**Run 1: clock network drawn from the DEF**

Drawn at 3 px/micron.
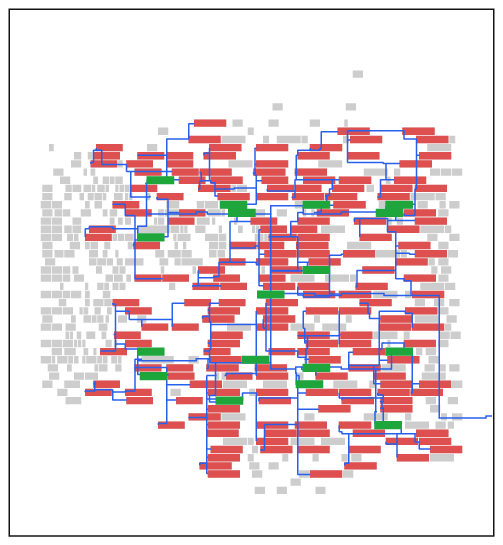
**Run 1: routing congestion**

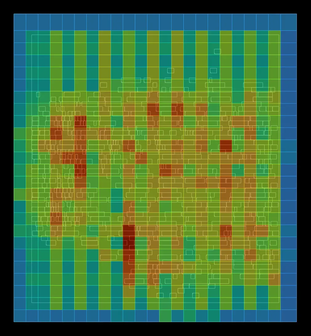
**Run 1: the metal 4 layer**

Drawn at 2 px/micron.
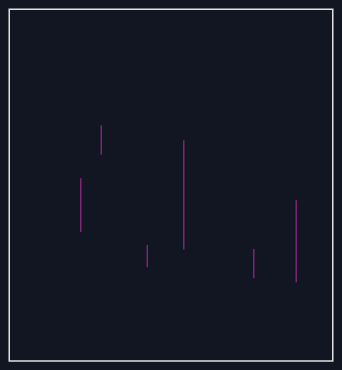
==> config.mk <==
export PLATFORM = sky130hd
export DESIGN_NAME = fetch_queue
export DESIGN_NICKNAME = d
export VERILOG_FILES = /design/src/rtl/fetch_queue.sv
export SDC_FILE = /design/constraint.sdc
export NUM_CORES = 1
export LEC_CHECK = 0
export CAP_MARGIN = 25
export CORE_ASPECT_RATIO = 1.1
export CORE_MARGIN = 10
export CORE_UTILIZATION = 34
export CTS_CLUSTER_SIZE = 16
export DETAILED_ROUTE_END_ITERATION = 10
export MAX_ROUTING_LAYER = met4
export PLACE_DENSITY = 0.66
export SYNTH_ARGS = -nofsm -noshare
export SYNTH_HDL_FRONTEND = slang
export SYNTH_SLANG_ARGS = --single-unit
==> constraint.sdc <==
create_clock -name clk -period 6.52 [get_ports clk]
set_clock_uncertainty 0.2 [all_clocks]
set_input_delay 1.956 -clock clk [delete_from_list [all_inputs] [get_ports clk]]
set_output_delay 1.956 -clock clk [all_outputs]
set_load 0.005 [all_outputs]
==> flow_summary.json, run 1 <==
{
  "synth_async_sr_flop_share_pct": 30.8,
  "outcome": "finished clean",
  "timing.critical_path.max_delay_family": "buffers and inverters",
  "remaining_drc_errors": 0,
  "number_of_global_route_vias_before_repair": 4416,
  "synth-edff-count": 128,
  "row_count": 56,
  "finish.cell_count_without_fillers": 837,
  "grt_setup_unrepaired": "false",
  "path_buffers": 2,
  "track_usage_pct": 11.3,
  "post-cts-setup-buffer-count": 0,
  "detail_route.iter0.violations": 281,
  "ir_drop_uv": 148,
  "static-leakage-power_nw": 3.16,
  "synthAoiAreaFrac_pct": 4.60,
  "areaGrowthSynthToFinish_pct": 23.9,
  "worstSetupStartpointType": "input pin",
  "worst_ep_required_time_ns": 4.36,
  "clock_tree.htree_level_count": 4,
  "drt-pass1-iter-count": 5,
  "setup_cp_type": "input pin to output port",
  "clockRootBuffer": "sky130_fd_sc_hd__clkbuf_16",
  "cts.reportedPaths.clkPinSlew_ns": 0.06,
  "transition_at_the_pin_with_the_smallest_max_transition_slack_ns": 0.951,
  "layout_min_cycle_time_ns": 5.91,
  "met2RoutedLength_microns": 7270,
  "drv.max_cap_violation_count": 0,
  "antenna-diode-count": 0,
  "adder_share_pct": 1.78,
  "use_met2_pct": 18.0,
  "place_hpwl_microns": 9890,
  "chip_area_sq_um": 28200,
  "pin_count": 120,
  "final_hold_viol_count": 0,
  "totalPowerFinal_mw": 2.41,
  "post_route_cells_drive_above_1_share_pct": 14.3,
  "timing.critical_path.fanout_max": 9,
  "comb_share_pct": 20.8,
  "grt_busiest_layer": "met2",
  "first_pass_grt_wire_length_microns": 24100,
  "reg2reg_depth": 10,
  "clock_tree_area_fraction_pct": 5.94,
  "fp.dieW_microns": 161,
  "reg2reg_setup_slack_ns": 3.90,
  "top_area_cell_class": "flip-flops and latches",
  "final_min_period_over_clock_period_pct": 90.7,
  "top_layer_used": "met4",
  "synth-seq-area-share_pct": 70.9,
  "ant_nets": 0,
  "layout.nets": 614,
  "gr_overflow_total": 0,
  "layout.clock_buffers": 22,
  "min-delay-path-class": "register to register",
  "die-height_microns": 175,
  "crit_chain": "clkdlybuf4s50_1, and2_1, and3_1, and2_1, clkdlybuf4s50_1",
  "final-comb-area_sq_um": 1910,
  "cts_resized": 0
}
-- 'clock network drawn from the DEF' (at the start) --
Blue marks clock wires, length 1890 microns. Red marks flip-flops, count 185. Green marks clock-net drivers, count 17.
There are 18 routed clock nets.
insertion delay to the later sink of the worst-skew pair: 0.42 ns
Power Clock: 0.952 mW
Clock power frac: 39.5%

-- 'routing congestion' (at the start) --
global-route met1 utilization: 13.8%
global-route track usage on met3: 3.39%
routed length per placed instance: 17.9 microns

-- 'the metal 4 layer' (at the start) --
The layer holds 1.1% of the routed length. 3 nets have wire on it.
total via count in the routed design: 3955
wire length after detailed routing: 15000 microns

[run 1: synth_stat cells (3+ instances only)]
library cell | instances | area, sq um
sky130_fd_sc_hd__edfxtp_1 | 128 | 3840
sky130_fd_sc_hd__clkbuf_1 | 12 | 45.0
sky130_fd_sc_hd__mux4_2 | 32 | 721
sky130_fd_sc_hd__ha_1 | 9 | 113
sky130_fd_sc_hd__nand4_1 | 5 | 31.3
sky130_fd_sc_hd__xnor2_1 | 6 | 52.6
sky130_fd_sc_hd__buf_4 | 16 | 120
sky130_fd_sc_hd__and3_1 | 11 | 68.8
sky130_fd_sc_hd__nand2_1 | 15 | 56.3
sky130_fd_sc_hd__inv_1 | 10 | 37.5
sky130_fd_sc_hd__o21ai_0 | 13 | 65.1
sky130_fd_sc_hd__a21oi_1 | 10 | 50.1
sky130_fd_sc_hd__nand3_1 | 7 | 35.0
sky130_fd_sc_hd__a31oi_1 | 3 | 18.8
sky130_fd_sc_hd__dfrtp_1 | 57 | 1430
sky130_fd_sc_hd__and2_1 | 3 | 18.8
sky130_fd_sc_hd__o211ai_1 | 4 | 30.0
sky130_fd_sc_hd__nor3_1 | 5 | 25.0
sky130_fd_sc_hd__a22oi_1 | 6 | 45.0
sky130_fd_sc_hd__nor2_1 | 14 | 52.6
sky130_fd_sc_hd__mux2i_1 | 3 | 30.0
sky130_fd_sc_hd__buf_6 | 3 | 33.8
sky130_fd_sc_hd__xor2_1 | 3 | 26.3
sky130_fd_sc_hd__buf_2 | 5 | 25.0
sky130_fd_sc_hd__nor2b_1 | 33 | 206
sky130_fd_sc_hd__o31ai_1 | 4 | 30.0
[run 1: power by group]
| part | internal, mW | switching (mW) |
|---|---|---|
| Combinational | 0.0700 | 0.0503 |
| Clock | 0.559 | 0.393 |
| Sequential | 1.30 | 0.0350 |
| Total | 1.93 | 0.478 |
==> run 2, diff against run 1 <==
--- a/config.mk
+++ b/config.mk
@@ -5,7 +5,6 @@
 export SDC_FILE = /design/constraint.sdc
 export NUM_CORES = 1
 export LEC_CHECK = 0
-export CAP_MARGIN = 25
 export CORE_ASPECT_RATIO = 1.1
 export CORE_MARGIN = 10
 export CORE_UTILIZATION = 34
@@ -13,6 +12,7 @@
 export DETAILED_ROUTE_END_ITERATION = 10
 export MAX_ROUTING_LAYER = met4
 export PLACE_DENSITY = 0.66
+export SETUP_SLACK_MARGIN = 0.15
 export SYNTH_ARGS = -nofsm -noshare
 export SYNTH_HDL_FRONTEND = slang
 export SYNTH_SLANG_ARGS = --single-unit
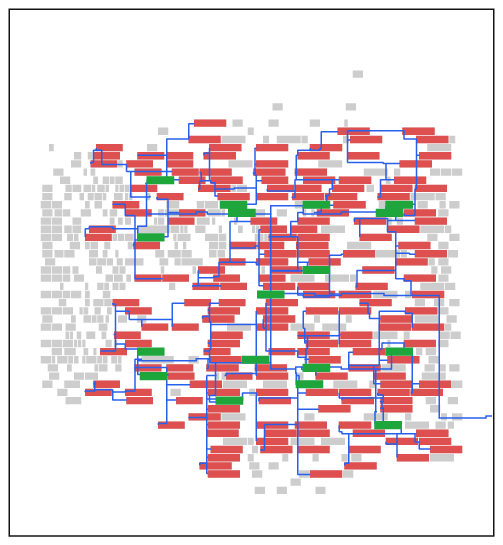
**Above:** run 2 (clock network drawn from the DEF).
Drawn at 3 px/micron.
Blue marks clock wires, length 1890 microns. Green marks clock-net drivers, count 17. Red marks flip-flops, count 185.
There are 18 routed clock nets.

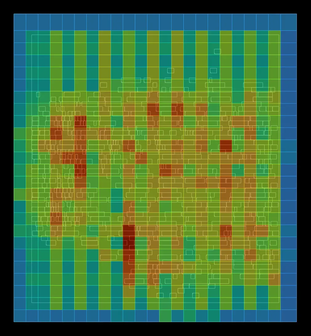
**Above:** run 2 (routing congestion).
met2 routing resource usage after global routing: 18.0%
Total GRT Usage: 11.3%
core occupancy in the finished layout: 43.0%
GRT busiest layer: met2

==> flow_summary.json, run 2 <==
{
  "place_hpwl_microns": 9890,
  "finish.cell_count_without_fillers": 837,
  "place_worst_setup_slack_ns": 0.608,
  "synth-edff-count": 128,
  "top_cell_area_share_pct": 51.7,
  "global_route.usage.met3_pct": 3.39,
  "synth_async_sr_flop_share_pct": 30.8,
  "reg2reg_setup_slack_ns": 3.90,
  "row_count": 56,
  "synth_cell_type_count": 45,
  "synthAoiAreaFrac_pct": 4.60,
  "use_met1_pct": 13.8,
  "cts_resized": 0,
  "layout_min_cycle_time_ns": 5.91,
  "routed_wire_length_per_instance_microns": 17.9,
  "first_pass_grt_wire_length_microns": 24100,
  "gr_overflow_total": 0,
  "worstSetupStartpointType": "input pin",
  "clock_tree.htree_level_count": 4,
  "transition_at_the_pin_with_the_smallest_max_transition_slack_ns": 0.951,
  "drt-pass1-iter-count": 5,
  "crit_chain": "clkdlybuf4s50_1, and2_1, and3_1, and2_1, clkdlybuf4s50_1",
  "post_route_cells_drive_above_1_share_pct": 14.3,
  "adder_share_pct": 1.78,
  "detail_route.iter0.violations": 281,
  "worst_ep_required_time_ns": 4.36,
  "synth-seq-area-share_pct": 70.9,
  "areaGrowthSynthToFinish_pct": 23.9,
  "yosys-top-cells-area": "sky130_fd_sc_hd__edfxtp_1 (52%), sky130_fd_sc_hd__dfrtp_1 (19%), sky130_fd_sc_hd__mux4_2 (9.7%)",
  "netlist_top_cells_count": "sky130_fd_sc_hd__edfxtp_1 (128), sky130_fd_sc_hd__dfrtp_1 (57), sky130_fd_sc_hd__nor2b_1 (33)",
  "final_min_period_over_clock_period_pct": 90.7,
  "post-cts-setup-buffer-count": 0,
  "drv.max_cap_violation_count": 0,
  "chip_area_sq_um": 28200,
  "final_hold_viol_count": 0,
  "clockRootBuffer": "sky130_fd_sc_hd__clkbuf_16",
  "pin_count": 120,
  "reg2reg_depth": 10,
  "wl_microns": 15000,
  "setup_cp_type": "input pin to output port",
  "outcome": "finished clean",
  "remaining_drc_errors": 0,
  "layout.nets": 614,
  "vias": 3955,
  "grt_setup_unrepaired": "false",
  "cts.reportedPaths.clkPinSlew_ns": 0.06,
  "hold_path_depth": 0,
  "min-delay-path-class": "register to register",
  "ir_drop_uv": 148,
  "ys.flops": 185,
  "static-leakage-power_nw": 3.16,
  "worstSkewPairLatency_ns": 0.42
}
## run 2: power by group
| group | switching (mW) | internal, mW |
|---|---|---|
| registers | 0.0350 | 1.30 |
| clock network | 0.393 | 0.559 |
| logic | 0.0503 | 0.0700 |
| total | 0.478 | 1.93 |
## run 2: cells by family after synthesis
logic type | count (synthesis)
adders and majority gates | 10
AOI/OAI and AO/OA | 51
DFF | 185
xor gates and xnor gates | 9
and+or+nand+nor | 102
muxes | 38
buffers and inverters | 46
## run 2: per-layer routing
layer / vias to the layer above / part of all wire, %
li1: 1848 / -
met1: 1957 / 45
met2: 133 / 48
met3: 17 / 5.4
met4: 0 / 1.1
met5: - / 0
## run 2: area by class of cell
| type | instances | area (sq um) | share of cell area, % |
|---|---|---|---|
| repair buffers | 110 | 1080 | 11.7 |
| clock inverters | 10 | 103 | 1.11 |
| inverters | 10 | 37.5 | 0.408 |
| flip-flops and latches | 185 | 5270 | 57.2 |
| well taps | 290 | 363 | 3.94 |
| multi-input cells | 210 | 1910 | 20.8 |
| clock buffers | 22 | 444 | 4.82 |
## run 2: critical path: cells and delay by family
family,cells,cell delay (ns)
buffers and inverters,2,1.13
AND/OR/NAND/NOR,3,0.67
## run 2: metrics by stage
stage | hold slack [ns] | total power, mW
after floorplan | 0.131 | 1.41
after global placement | 0.134 | 1.48
after detailed placement | 0.135 | 1.48
after CTS | 0.149 | 2.43
after global routing | 0.157 | 2.50
final | 0.147 | 2.41
Power figures rest on the tool's default switching activity, not on a simulated workload.
